### config.mk
export PLATFORM = sky130hd
export DESIGN_NAME = i2s_tdm_transmitter
export DESIGN_NICKNAME = d
export VERILOG_FILES = /design/src/rtl/i2s_tdm_transmitter.sv
export SDC_FILE = /design/constraint.sdc
export NUM_CORES = 1
export LEC_CHECK = 0
export ABC_CLOCK_PERIOD_IN_PS = 7500
export CAP_MARGIN = 20
export CORE_AREA = 2 2 93 95
export CTS_CLUSTER_SIZE = 28
export DETAILED_ROUTE_END_ITERATION = 8
export DIE_AREA = 0 0 95 97
export GPL_ROUTABILITY_DRIVEN = 0
export PLACE_DENSITY = 0.76
export SYNTH_ARGS = -nofsm -noshare
export SYNTH_HDL_FRONTEND = slang
export SYNTH_SLANG_ARGS = --single-unit
### constraint.sdc
create_clock -name mclk -period 7.5 [get_ports mclk]
set_clock_uncertainty 0.2 [all_clocks]
set_input_delay 0.75 -clock mclk [delete_from_list [all_inputs] [get_ports mclk]]
set_output_delay 0.75 -clock mclk [all_outputs]
set_load 0.01 [all_outputs]
### src/rtl/i2s_tdm_transmitter.sv
// Parametrised I2S / TDM serial audio transmitter with a one-frame holding buffer.
// Define I2S_TX_TDM_EN for DSP/TDM framing (single-sclk ws pulse before slot 0).
module i2s_tdm_transmitter #(
    parameter int WIDTH     = 16,
    parameter int CHANNELS  = 2,
    parameter int SLOT_BITS = 32,
    parameter int SCLK_DIV  = 4
) (
    input  logic                         mclk,
    input  logic                         rst_n,
    input  logic [CHANNELS*WIDTH-1:0]    s_data,
    input  logic                         s_valid,
    output logic                         s_ready,
    output logic                         sclk,
    output logic                         ws,
    output logic                         sd_tx,
    output logic                         underrun
);

    localparam int FRAME = CHANNELS * SLOT_BITS;
    localparam int DW    = $clog2(SCLK_DIV);
    localparam int BW    = $clog2(FRAME);
    localparam int PW    = $clog2(SLOT_BITS);
    localparam int SW    = $clog2(CHANNELS);

    localparam logic [DW-1:0] DIV_LAST  = DW'(SCLK_DIV - 1);
    localparam logic [DW-1:0] DIV_HALF  = DW'(SCLK_DIV / 2);
    localparam logic [BW-1:0] BIT_LAST  = BW'(FRAME - 1);
    localparam logic [BW-1:0] WS_RISE   = BW'(FRAME / 2 - 1);
    localparam logic [PW-1:0] POS_LAST  = PW'(SLOT_BITS - 1);
    localparam logic [SW-1:0] SLOT_LAST = SW'(CHANNELS - 1);

    logic [DW-1:0]               r_div;
    logic [BW-1:0]               r_bit;
    logic [PW-1:0]               r_pos;
    logic [SW-1:0]               r_slot;
    logic                        r_sclk;
    logic                        r_ws;
    logic                        r_sd;
    logic                        r_underrun;
    logic                        r_hold_full;
    logic [CHANNELS*WIDTH-1:0]   r_hold;
    logic [CHANNELS*WIDTH-1:0]   r_shadow;

    logic                        w_div_wrap;
    logic [DW-1:0]               w_div_nxt;
    logic                        w_frame_bnd;
    logic [BW-1:0]               w_bit_nxt;
    logic                        w_pos_last;
    logic [PW-1:0]               w_pos_nxt;
    logic [SW-1:0]               w_slot_nxt;
    logic [CHANNELS*WIDTH-1:0]   w_src;
    logic [WIDTH-1:0]            w_word;
    logic                        w_sd_nxt;
    logic                        w_ws_nxt;
    logic                        w_accept;

    always_comb begin
        w_div_wrap  = (r_div == DIV_LAST);
        w_div_nxt   = w_div_wrap ? '0 : r_div + 1'b1;
        w_frame_bnd = w_div_wrap && (r_bit == BIT_LAST);
        w_bit_nxt   = (r_bit == BIT_LAST) ? '0 : r_bit + 1'b1;
        w_pos_last  = (r_pos == POS_LAST);
        w_pos_nxt   = w_pos_last ? '0 : r_pos + 1'b1;
        w_slot_nxt  = !w_pos_last ? r_slot :
                      ((r_slot == SLOT_LAST) ? '0 : r_slot + 1'b1);
        w_accept    = s_valid && !r_hold_full;

        // At a frame boundary the shifter must already see the frame being loaded.
        w_src = w_frame_bnd ? (r_hold_full ? r_hold : '0) : r_shadow;

        w_word = '0;
        for (int unsigned c = 0; c < CHANNELS; c++) begin
            if (w_slot_nxt == SW'(c)) w_word = w_src[c*WIDTH +: WIDTH];
        end

        // Positions at or beyond WIDTH match nothing and shift out padding zeros.
        w_sd_nxt = 1'b0;
        for (int unsigned i = 0; i < WIDTH; i++) begin
            if (w_pos_nxt == PW'(i)) w_sd_nxt = w_word[WIDTH-1-i];
        end

`ifdef I2S_TX_TDM_EN
        w_ws_nxt = (w_bit_nxt == BIT_LAST);
`else
        w_ws_nxt = (w_bit_nxt >= WS_RISE) && (w_bit_nxt != BIT_LAST);
`endif
    end

    always_ff @(posedge mclk or negedge rst_n) begin
        if (!rst_n) begin
            r_div       <= '0;
            r_bit       <= BIT_LAST;
            r_pos       <= POS_LAST;
            r_slot      <= SLOT_LAST;
            r_sclk      <= 1'b0;
            r_ws        <= 1'b0;
            r_sd        <= 1'b0;
            r_underrun  <= 1'b0;
            r_hold_full <= 1'b0;
            r_hold      <= '0;
            r_shadow    <= '0;
        end else begin
            r_div      <= w_div_nxt;
            r_sclk     <= (w_div_nxt >= DIV_HALF);
            r_underrun <= 1'b0;
            if (w_div_wrap) begin
                r_bit  <= w_bit_nxt;
                r_pos  <= w_pos_nxt;
                r_slot <= w_slot_nxt;
                r_sd   <= w_sd_nxt;
                r_ws   <= w_ws_nxt;
            end
            if (w_frame_bnd) begin
                if (r_hold_full) begin
                    r_shadow    <= r_hold;
                    r_hold_full <= 1'b0;
                end else begin
                    r_shadow   <= '0;
                    r_underrun <= 1'b1;
                end
            end
            // Accept is only possible with hold empty, so this never collides with the load above.
            if (w_accept) begin
                r_hold      <= s_data;
                r_hold_full <= 1'b1;
            end
        end
    end

    assign s_ready  = !r_hold_full;
    assign sclk     = r_sclk;
    assign ws       = r_ws;
    assign sd_tx    = r_sd;
    assign underrun = r_underrun;

endmodule
### M2 wires, run 1

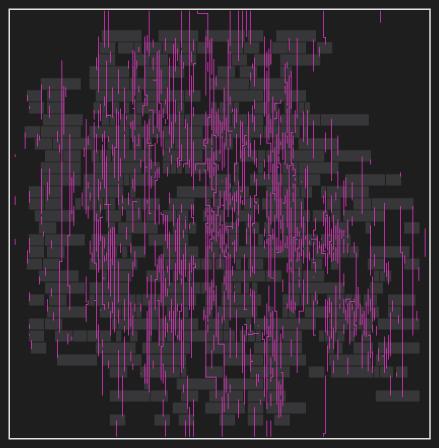
longest straight run: 45.6 µm
nets with wire on the layer: 387
wire length on this layer: 3820 µm
via count: 2874
DRT Wirelength: 7.98 mm
grt met2 use: 0.286

### Cell density map, run 1

10 x 10 tiles, from white (low) to dark blue (high), 0 to 100% covered.
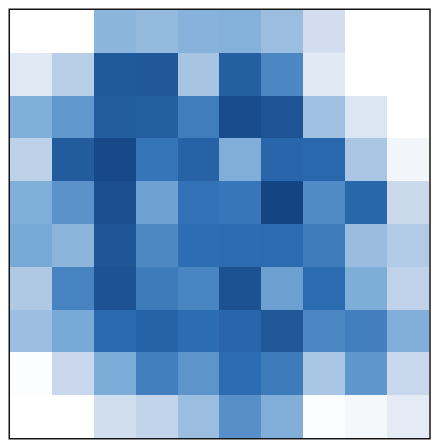
densest ninth of the die: center
mean over tiles: 50%
fullest tile: 92%
emptiest ninth of the die: upper right

==> results.sh, run 1 <==
# source this file to load flow results
export IMPL_run_status="complete, no violations"
export IMPL_fp_dieW_um=95
export IMPL_crit_fanout=30
export IMPL_crit_chain="ha_1 -> and3_1 -> ha_1 -> xnor2_4 -> mux4_2 -> o22ai_1 -> nand3_1 -> a41o_1 -> a41oi_2"
export IMPL_crit_required_ps=7580
export IMPL_antennaDiodeCount=0
export IMPL_grt_pass1_vias=2776
export IMPL_ff_type="dfrtp_1"
export IMPL_antenna_found_initial=0
export IMPL_route_detailed_drc=0
export IMPL_cts_htree_levels=3
export IMPL_crit_path_top_delay_cell="xnor2_4"
export IMPL_pre_cts_ws_ps=3810
export IMPL_drive_above_1_share=0.185
export IMPL_hold_viol=0
export IMPL_met1Wirelength_mm=3.73
export IMPL_numPortBuffers=39
export IMPL_die_area_um2=9220
export IMPL_fp_utilization=0.497
export IMPL_rsz0062_at_grt="false"
export IMPL_tritoncts="done"
export IMPL_grt_max_degree=83
export IMPL_syn_num_nets=423
export IMPL_place_inst=505
export IMPL_wl_met2_mm=3.82
export IMPL_insertion_delay_ps=350
export IMPL_cpPeakStageDelay_ps=870
export IMPL_rows=33
export IMPL_grt_overflow_total=0
export IMPL_top_layer_used="met4"
export IMPL_edf_count=0
export IMPL_synthCells=383
export IMPL_powerDensity_nw_per_um2=236
export IMPL_clock_sinks=82
export IMPL_setup_viol=0
export IMPL_async_flop_share=1.00
export IMPL_ys_flops=82
export IMPL_fin_crit_ps=3700
export IMPL_synth_seq_share=0.511
export IMPL_ys_chip_area_um2=4050
export IMPL_worst_pin_slew_ps=1020
export IMPL_start_kind="flop"
export IMPL_die_h_um=97
export IMPL_cts_root_buffer="clkbuf_8"
export IMPL_slew_violations=0
export IMPL_crit_buf_inv=0
export IMPL_setup_slack_ps=3800
export IMPL_yosysWarnings=0
export IMPL_warnings=27
export IMPL_leakagePower_uw=0.00219
export IMPL_ctsHoldBuffers=0
export IMPL_top_usage_layer="met2"
export IMPL_wl_met3_um=312
export IMPL_ys_cells=383
export IMPL_fmax_ghz=0.270
export IMPL_area_growth_pct=17.7
export IMPL_ys_types=50
export IMPL_wl_per_cell_um=15.3
export IMPL_cp_arrival_ps=3780
export IMPL_crit_family="XOR/XNOR gates"
export IMPL_met1_usage=0.247
export IMPL_path_class="reg -> reg"
export IMPL_viasPerCell=5.51
export IMPL_cts_buffer_depth=2
export IMPL_grt_use_total=0.183
export IMPL_cp_end_kind="flop"
export IMPL_clk_pin_slew_ps=80
export IMPL_ant_nets=0
export IMPL_cts_setup_buffers=0
export IMPL_io_pins=40
export IMPL_final_nets=452
export IMPL_use_met3=0.0506
export IMPL_hpwlAfterDp_mm=5.37
export IMPL_fillCellCount=667
export IMPL_cap_violations=0
export IMPL_cts_buffers=9
export IMPL_syn_area_um2=4050
export IMPL_tns_ps=0
export IMPL_period_used=0.494
export IMPL_irDropWorstVdd_mv=0.156
export IMPL_slew_headroom=0.320
export IMPL_cp_common_cell="ha_1"
export IMPL_avgSynthCellArea_um2=10.6
export IMPL_drtPass1Iterations=4
export IMPL_grt_pass1_wl_mm=13.2
export IMPL_drt_iter0_drc=157
export IMPL_postCtsResizedCells=0
export IMPL_hold_class="in -> async"
### Register map, names as in the netlist, run 1

Other sequential cells in the stronger gray, the rest of the logic in the fainter gray.
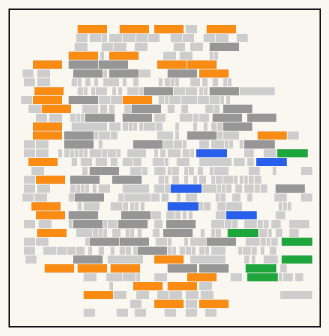
| color | name in the netlist | sequential cells |
|---|---|---|
| blue | r_pos | 5 |
| green | r_bit | 6 |
| orange | r_hold | 32 |
register area: 2070 µm²
Util after Layout: 0.585

### Placement view, run 1

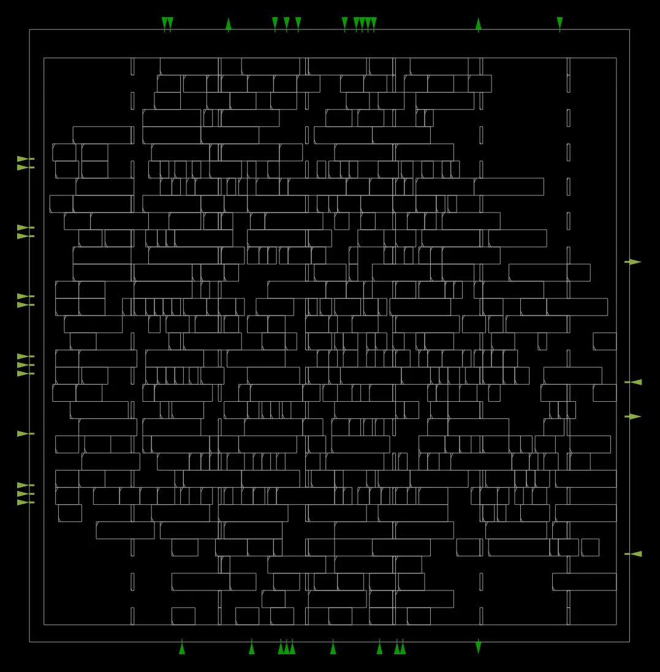
Post-Layout Cell Count: 522
Core Area: 8130 µm²
Tapcells: 105

[run 1: sequential cells by signal, summed over array words and instances, names as in the netlist]
signal	flops
r_hold	32
r_shadow	32
r_bit	6
r_pos	5
r_div	2
r_hold_full	1
r_slot	1
sd_tx	1
underrun	1
ws	1
[run 1: through the flow]
step | hold slack, ps | area, µm² | total power (µW) | utilization
finish | 81.0 | 4760 | 1120 | 0.585
global route | 78.5 | 4760 | 1170 | 0.585
CTS | 238 | 4730 | 1130 | 0.582
detailed placement | 221 | 4460 | 702 | 0.548
global placement | 210 | 4460 | 695 | 0.548
floorplan | 201 | 4050 | 640 | -
[run 1: path summary, 6_finish.rpt]
path	start	to	slack, ps	cells after the start
worst max-delay path	r_pos[0]	sd_tx	3800	9
worst min-delay path	rst_n	r_div[1]	80	1
worst max register to register	r_pos[0]	sd_tx	3800	9
worst min register to register	r_div[0]	r_div[0]	230	1
max in group asynchronous	rst_n	r_pos[4]	6410	2
min in group mclk	r_div[0]	r_div[0]	230	1
[run 1: final cells by class]
type                            count  area (µm²)  share of cell area
Clock buffer                       10         138              0.0289
Multi-Input combinational cell    264        1800               0.379
Sequential cell                    82        2070               0.434
Inverter                           12        45.0             0.00946
Tap cell                          105         131              0.0276
Timing Repair Buffer               43         438              0.0920
Clock inverter                      6         138              0.0289
[run 1: synth_stat cells (8+ instances only)]
cell	number	area [µm²]
a21oi_1	8	40.0
clkbuf_1	11	41.3
dfrtp_1	70	1750
dfstp_2	12	315
inv_1	12	45.0
mux2_2	36	405
mux2i_1	19	190
nand2_1	76	285
nand3_1	26	130
nor2_1	14	52.6
o21ai_0	14	70.1
o22ai_1	9	56.3
[run 1: worst register-to-register path, stage by stage (launching register included)]
cell and delay (ps):
dfstp_2 420, ha_1 300, and3_1 220, ha_1 330
xnor2_4 870, mux4_2 620, o22ai_1 160, nand3_1 90
a41o_1 260, a41oi_2 180
[run 1: kinds of logic after synthesis]
kind of cell,count (synthesis),share of synthesized area
flip-flops,82,0.511
buffers and inverters,37,0.0467
multiplexers,57,0.158
adder cells (fa/ha/maj),5,0.0155
AND-OR/OR-AND,60,0.103
XOR/XNOR,6,0.0148
AND/OR/NAND/NOR,136,0.151
[run 1: power by group]
group	switching [µW]	leakage, µW	total [µW]	internal, µW
Clock	160	0.000137	425	265
Combinational	48.7	0.00103	131	82.0
Sequential	55.2	0.00102	565	510
[run 1: cells in the final DEF (no fill, tap or decap), types with 3 or more instances in the layout]
master	Yosys	final
nand2_1	76	76
dfrtp_1	70	70
clkdlybuf4s50_1	0	38
mux2_2	36	36
nand3_1	26	26
mux2i_1	19	19
o21ai_0	14	14
nor2_1	14	14
inv_1	12	12
dfstp_2	12	12
clkbuf_8	0	10
o22ai_1	9	9
a21oi_1	8	8
o211ai_1	5	5
ha_1	5	5
xnor2_1	4	4
bufinv_16	0	4
buf_4	3	4
nor3_1	3	3
a31oi_1	3	3
o221ai_1	3	3
nor2b_1	4	3
o2111ai_1	3	3
==> run 1 -> run 2 <==
--- a/config.mk
+++ b/config.mk
@@ -5,7 +5,7 @@
 export SDC_FILE = /design/constraint.sdc
 export NUM_CORES = 1
 export LEC_CHECK = 0
-export ABC_CLOCK_PERIOD_IN_PS = 7500
+export ABC_CLOCK_PERIOD_IN_PS = 3600
 export CAP_MARGIN = 20
 export CORE_AREA = 2 2 93 95
 export CTS_CLUSTER_SIZE = 28
==> constraint.sdc (replaced) <==
create_clock -name mclk -period 3.6 [get_ports mclk]
set_clock_uncertainty 0.2 [all_clocks]
set_input_delay 0.36 -clock mclk [delete_from_list [all_inputs] [get_ports mclk]]
set_output_delay 0.36 -clock mclk [all_outputs]
set_load 0.01 [all_outputs]
### M2 wires, run 2

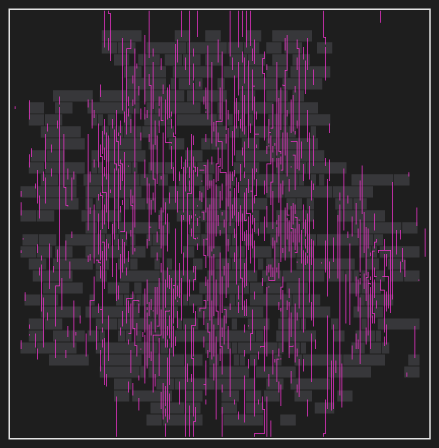
longest straight run: 43.2 µm
wire length on this layer: 3840 µm
main direction: vertical
nets with wire on the layer: 386
share of all routed wire: 48%
via count: 2900
DRT Wirelength: 7.92 mm
grt met2 use: 0.305

### Placement view, run 2

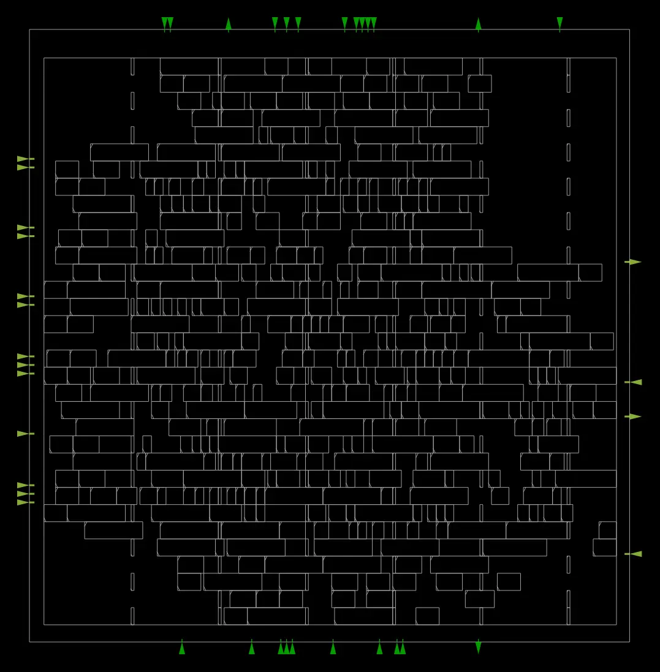
flop share of the area: 0.436
flop count: 82
Util after Layout: 0.582

==> results.sh, run 2 <==
# source this file to load flow results
export IMPL_path_class="reg -> reg"
export IMPL_mostFrequentLayoutCell="nand2_1"
export IMPL_cts_buffers=9
export IMPL_numPortBuffers=39
export IMPL_clk_pin_slew_ps=80
export IMPL_grt_pass1_wl_mm=13.9
export IMPL_antennaDiodeCount=0
export IMPL_edf_count=0
export IMPL_start_kind="flop"
export IMPL_hold_viol=0
export IMPL_grt_overflow_total=0
export IMPL_insertion_delay_ps=360
export IMPL_fin_area_um2=4740
export IMPL_fillCellCount=664
export IMPL_rsz0062_at_grt="false"
export IMPL_antenna_found_initial=0
export IMPL_ys_types=50
export IMPL_die_area_um2=9220
export IMPL_wl_met3_um=336
export IMPL_fp_utilization=0.497
export IMPL_crit_required_ps=3630
export IMPL_synthCells=383
export IMPL_netlist_top_cells_count="nand2_1, dfrtp_1, mux2_2"
export IMPL_grt_max_degree=83
export IMPL_met1Wirelength_mm=3.59
export IMPL_area_leaders="dfrtp_1, mux2_2, dfstp_2, nand2_1, mux2i_1"
export IMPL_slew_headroom=0.508
export IMPL_place_inst=510
export IMPL_grt_pass1_vias=2874
export IMPL_area_growth_pct=17.1
export IMPL_async_flop_share=1.00
export IMPL_setup_viol=0
export IMPL_syn_area_um2=4050
export IMPL_ys_chip_area_um2=4050
export IMPL_lay_top_cells="nand2_1, dfrtp_1, clkdlybuf4s50_1"
export IMPL_fmax_ghz=0.299
export IMPL_postCtsResizedCells=0
export IMPL_synthMostInstantiatedCell="nand2_1"
export IMPL_top_area_frac=0.433
export IMPL_drt_iter0_drc=169
export IMPL_io_pins=40
export IMPL_cap_violations=0
export IMPL_grt_use_total=0.192
export IMPL_worst_pin_slew_ps=738
export IMPL_cp_arrival_ps=3370
export IMPL_place_area_um2=4490
export IMPL_drtPass1Iterations=4
export IMPL_wl_per_cell_um=15.0
export IMPL_fp_coreArea_um2=8130
export IMPL_fp_dieW_um=95
export IMPL_viasPerCell=5.50
export IMPL_cts_setup_buffers=0
export IMPL_die_h_um=97
export IMPL_ys_flops=82
export IMPL_top_layer_used="met4"
export IMPL_layoutNonFillerInstCount=527
export IMPL_hold_class="in -> async"
export IMPL_tritoncts="done"
export IMPL_ff_type="dfrtp_1"
export IMPL_avgSynthCellArea_um2=10.6
export IMPL_cts_htree_levels=3
export IMPL_hpwlAfterDp_mm=5.47
export IMPL_reg_largest_list="r_hold: 32 flops, r_shadow: 32 flops, r_bit: 6 flops"
export IMPL_fin_crit_ps=3340
export IMPL_cp_startpoint="r_pos[0]"
export IMPL_cts_buffer_depth=2
export IMPL_final_nets=458
export IMPL_rows=33
export IMPL_ant_nets=0
export IMPL_warnings=27
export IMPL_crit_fanout=20
export IMPL_yosysWarnings=0
export IMPL_clock_sinks=82
export IMPL_route_detailed_drc=0
export IMPL_powerDensity_nw_per_um2=448
export IMPL_period_used=0.928
export IMPL_cp_end_kind="flop"
export IMPL_tns_ps=0
export IMPL_irDropWorstVdd_mv=0.241
export IMPL_synth_seq_share=0.511
export IMPL_syn_num_nets=423
export IMPL_netlist_top_cell_by_area="dfrtp_1"
export IMPL_reg2reg_from="r_pos[0]"
export IMPL_slew_violations=0
export IMPL_leakagePower_uw=0.00219
export IMPL_wl_met2_mm=3.84
export IMPL_cts_root_buffer="clkbuf_8"
export IMPL_ys_cells=383
export IMPL_run_status="complete, no violations"
export IMPL_drive_above_1_share=0.190
## run 2: final timing paths
path	depth (start not counted)	end	slack [ps]
min in group mclk	1	r_div[0]	250
max	10	sd_tx	260
max in group asynchronous	3	r_bit[2]	2460
min	2	r_shadow[14]	150
min reg2reg	1	r_div[0]	250
max reg2reg	10	sd_tx	260
## run 2: kinds of logic (layout without fill, tap and decap cells)
kind of cell               Yosys count  in the layout  share of synthesized area
AOI/OAI and AO/OA                   60             60                      0.103
xor gates and xnor gates             6              6                     0.0148
adders and majority gates            5              5                     0.0155
buffers and inverters               37             76                     0.0467
DFF                                 82             82                      0.511
muxes                               57             57                      0.158
and+or+nand+nor                    136            136                      0.151
## run 2: worst max-delay path: stages (launching register included)
cell,delay [ps]
dfstp_2,610
ha_1,320
and3_1,200
ha_1,420
xnor2_4,240
buf_4,360
mux2i_1,220
o22ai_1,100
a31oi_1,210
o2111a_1,220
a41oi_2,100
## run 2: metrics by stage
stage               hold slack [ps]  power [µW]  setup slack [ps]   util
floorplan                      -136        1330               724      -
CTS                            11.8        2140               277  0.578
global route                    141        2240              45.1  0.582
global placement                213        1450               402  0.553
detailed placement              247        1460               307  0.553
finish                          146        2120               260  0.582
## run 2: metal layers
metal	track usage	vias to the layer above
met5	0	-
met4	0.0647	0
met3	0.0537	11
met2	0.305	65
met1	0.254	1412
li1	-	1412
## run 2: where the power goes
group | switching (µW) | internal [µW] | total [µW]
Clock | 307 | 373 | 680
Sequential | 110 | 1060 | 1170
Combinational | 98.4 | 173 | 271
Total | 516 | 1610 | 2120
## run 2: final cells by class
class,count,area (µm²),area share
multi-input combinational,264,1800,0.381
tap,105,131,0.0277
clock buffer,13,169,0.0357
inverter,12,45.0,0.00951
sequential,82,2070,0.436
timing repair buffer,49,485,0.103
clock inverter,2,35.0,0.00740
## run 2: timing repair
| item | 4_1_cts | 5_1_grt |
|---|---|---|
| hold buffers | 0 | 1 |
| endpoints found under the setup margin | 0 | 0 |
| hold endpoints to repair | 0 | 72 |
==> run 2 -> run 3 <==
--- a/config.mk
+++ b/config.mk
@@ -8,6 +8,7 @@
 export ABC_CLOCK_PERIOD_IN_PS = 3600
 export CAP_MARGIN = 20
 export CORE_AREA = 2 2 93 95
+export CTS_CLUSTER_DIAMETER = 200
 export CTS_CLUSTER_SIZE = 28
 export DETAILED_ROUTE_END_ITERATION = 8
 export DIE_AREA = 0 0 95 97
### Met1 routing, run 3

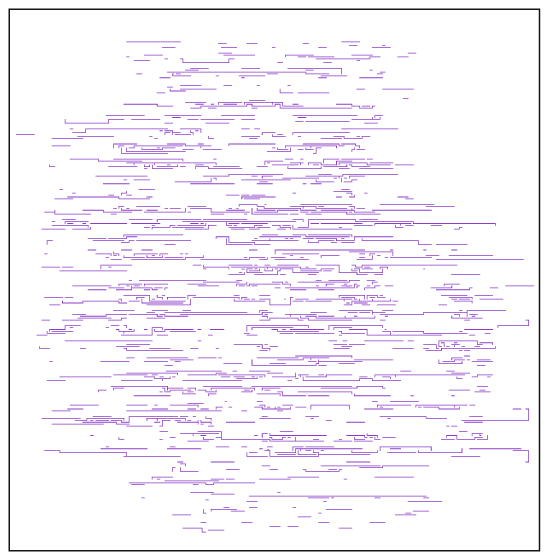
longest straight run: 31.7 µm
share of all routed wire: 45%
main direction: horizontal
met1 Use GR: 0.254

### M2 wires, run 3

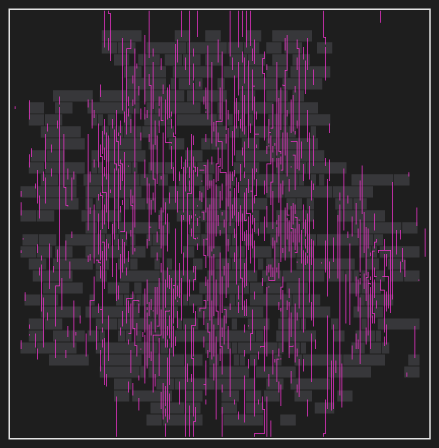
longest straight run: 43.2 µm
nets with wire on the layer: 386
main direction: vertical
share of all routed wire: 48%

==> results.sh, run 3 <==
# source this file to load flow results
export IMPL_numPortBuffers=39
export IMPL_path_class="reg -> reg"
export IMPL_antennaDiodeCount=0
export IMPL_routed_via_count=2900
export IMPL_reg_largest_list="r_hold: 32 flops, r_shadow: 32 flops, r_bit: 6 flops"
export IMPL_cp_common_cell="ha_1"
export IMPL_cp_startpoint="r_pos[0]"
export IMPL_area_leaders="dfrtp_1, mux2_2, dfstp_2, nand2_1, mux2i_1"
export IMPL_seqCellArea_um2=2070
export IMPL_rr_worst_depth=10
export IMPL_fillCellCount=664
export IMPL_syn_num_nets=423
export IMPL_powerDensity_nw_per_um2=448
export IMPL_ys_cells=383
export IMPL_slew_headroom=0.508
export IMPL_synth_seq_share=0.511
export IMPL_hold_viol=0
export IMPL_tritoncts="done"
export IMPL_cp_arrival_ps=3370
export IMPL_hold_class="in -> async"
export IMPL_slew_violations=0
export IMPL_cts_root_buffer="clkbuf_8"
export IMPL_irDropWorstVdd_mv=0.241
export IMPL_cts_buffer_depth=2
export IMPL_run_status="complete, no violations"
export IMPL_cp_end_kind="flop"
export IMPL_ff_type="dfrtp_1"
export IMPL_tns_ps=0
export IMPL_place_inst=510
export IMPL_cpPeakStageDelay_ps=610
export IMPL_grt_max_degree=83
export IMPL_synthCells=383
export IMPL_cap_violations=0
export IMPL_rows=33
export IMPL_hold_ws_ps=146
export IMPL_grt_pass1_vias=2874
export IMPL_clk_pin_slew_ps=80
export IMPL_io_pins=40
export IMPL_crit_cells=10
export IMPL_viasPerCell=5.50
export IMPL_start_kind="flop"
export IMPL_edf_count=0
export IMPL_cts_buffers=9
export IMPL_cts_htree_levels=3
export IMPL_drt_iter0_drc=169
export IMPL_grt_use_total=0.192
export IMPL_grt_pass1_wl_mm=13.9
export IMPL_ys_chip_area_um2=4050
export IMPL_warnings=27
export IMPL_crit_end="sd_tx"
export IMPL_die_h_um=97
export IMPL_yosysWarnings=0
export IMPL_synthMostInstantiatedCell="nand2_1"
export IMPL_reg2reg_from="r_pos[0]"
export IMPL_wl_per_cell_um=15.0
export IMPL_ys_flops=82
export IMPL_logic_area_um2=1800
export IMPL_timing_rr_end="sd_tx"
export IMPL_async_flop_share=1.00
export IMPL_final_nets=458
export IMPL_leakagePower_uw=0.00219
export IMPL_netlist_top_cells_count="nand2_1, dfrtp_1, mux2_2"
export IMPL_crit_required_ps=3630
export IMPL_antenna_found_initial=0
export IMPL_grt_overflow_total=0
export IMPL_drive_above_1_share=0.190
export IMPL_die_area_um2=9220
export IMPL_crit_buf_inv=1
export IMPL_syn_area_um2=4050
export IMPL_crit_fanout=20
export IMPL_ant_nets=0
export IMPL_fmax_ghz=0.299
export IMPL_worst_pin_slew_ps=738
export IMPL_ys_types=50
export IMPL_drtPass1Iterations=4
export IMPL_route_detailed_drc=0
export IMPL_clock_sinks=82
export IMPL_crit_family="adder cells"
export IMPL_mostFrequentLayoutCell="nand2_1"
export IMPL_fin_crit_ps=3340
export IMPL_avgSynthCellArea_um2=10.6
export IMPL_fp_coreArea_um2=8130
export IMPL_insertion_delay_ps=360
export IMPL_area_growth_pct=17.1
export IMPL_period_used=0.928
export IMPL_fp_utilization=0.497
export IMPL_lay_top_cells="nand2_1, dfrtp_1, clkdlybuf4s50_1"
export IMPL_layoutNonFillerInstCount=527
export IMPL_crit_path_top_delay_cell="dfstp_2"
export IMPL_top_area_frac=0.433
export IMPL_hpwlAfterDp_mm=5.47
export IMPL_fp_dieW_um=95
export IMPL_finalWirelength_mm=7.92
export IMPL_r2r_setup_slack_ps=260
export IMPL_postCtsResizedCells=0
export IMPL_crit_chain="ha_1 -> and3_1 -> ha_1 -> xnor2_4 -> buf_4 -> mux2i_1 -> o22ai_1 -> a31oi_1 -> o2111a_1 -> a41oi_2"
export IMPL_netlist_top_cell_by_area="dfrtp_1"
export IMPL_setup_viol=0
export IMPL_rsz0062_at_grt="false"
[run 3: cell counts after synthesis]
No cell type changed its count.
[run 3: final cells by class]
cell class / count / share of cell area
clock buffers: 13 / 0.0357
repair buffers: 49 / 0.103
clock inverters: 2 / 0.00740
flip-flops and latches: 82 / 0.436
inverters: 12 / 0.00951
multi-input cells: 264 / 0.381
well taps: 105 / 0.0277
[run 3: worst min path at each step]
stage	slack (ps)	start	cells past startpoint	to
after global placement	210	r_div[0]	1	r_div[0]
after CTS	10	rst_n	1	ws
final	150	rst_n	2	r_shadow[14]
after floorplan	-140	rst_n	0	r_div[0]
after detailed placement	250	r_div[0]	1	r_div[0]
after global routing	140	rst_n	2	r_shadow[14]
[run 3: stage by stage]
step	utilization	worst slack [ps]	cell area, µm²	total power (µW)
final	0.582	260	4740	2120
after global routing	0.582	45.1	4740	2240
after CTS	0.578	277	4700	2140
after detailed placement	0.553	307	4490	1460
after global placement	0.553	402	4490	1450
after floorplan	-	724	4050	1330
[run 3: repair_timing]
action,4_1_cts,5_1_grt
buffers inserted,0,0
hold endpoints to repair,0,72
hold buffers,0,1
[run 3: worst reg2reg max path: cells and delay by family (launching register included)]
kind,cells,cell delay [ps]
AOI/OAI and AO/OA,4,630
and+or+nand+nor,1,200
adders and majority gates,2,740
DFF,1,610
xor gates and xnor gates,1,250
muxes,1,230
buffers and inverters,1,360
[run 3: cells by family after synthesis]
logic type      synth area share
flops                      0.511
compound gates             0.103
simple gates               0.151
xor+xnor                  0.0148
buf+inv                   0.0467
mux                        0.158
fa+ha+maj                 0.0155
[run 3: power by group]
part | leakage [µW] | internal [µW] | total [µW] | switching (µW)
sequential | 0.00102 | 1060 | 1170 | 110
combinational | 0.00106 | 173 | 271 | 98.4
clock | 0.000106 | 373 | 680 | 307
total | 0.00219 | 1610 | 2120 | 516
[run 3: layer usage]
layer,up-vias,GRT usage,share of wire
met5,-,0,0
li1,1412,-,-
met1,1412,0.254,0.45
met3,11,0.0537,0.042
met2,65,0.305,0.48
met4,0,0.0647,0.019
Power is estimated from default activity; no workload was simulated.
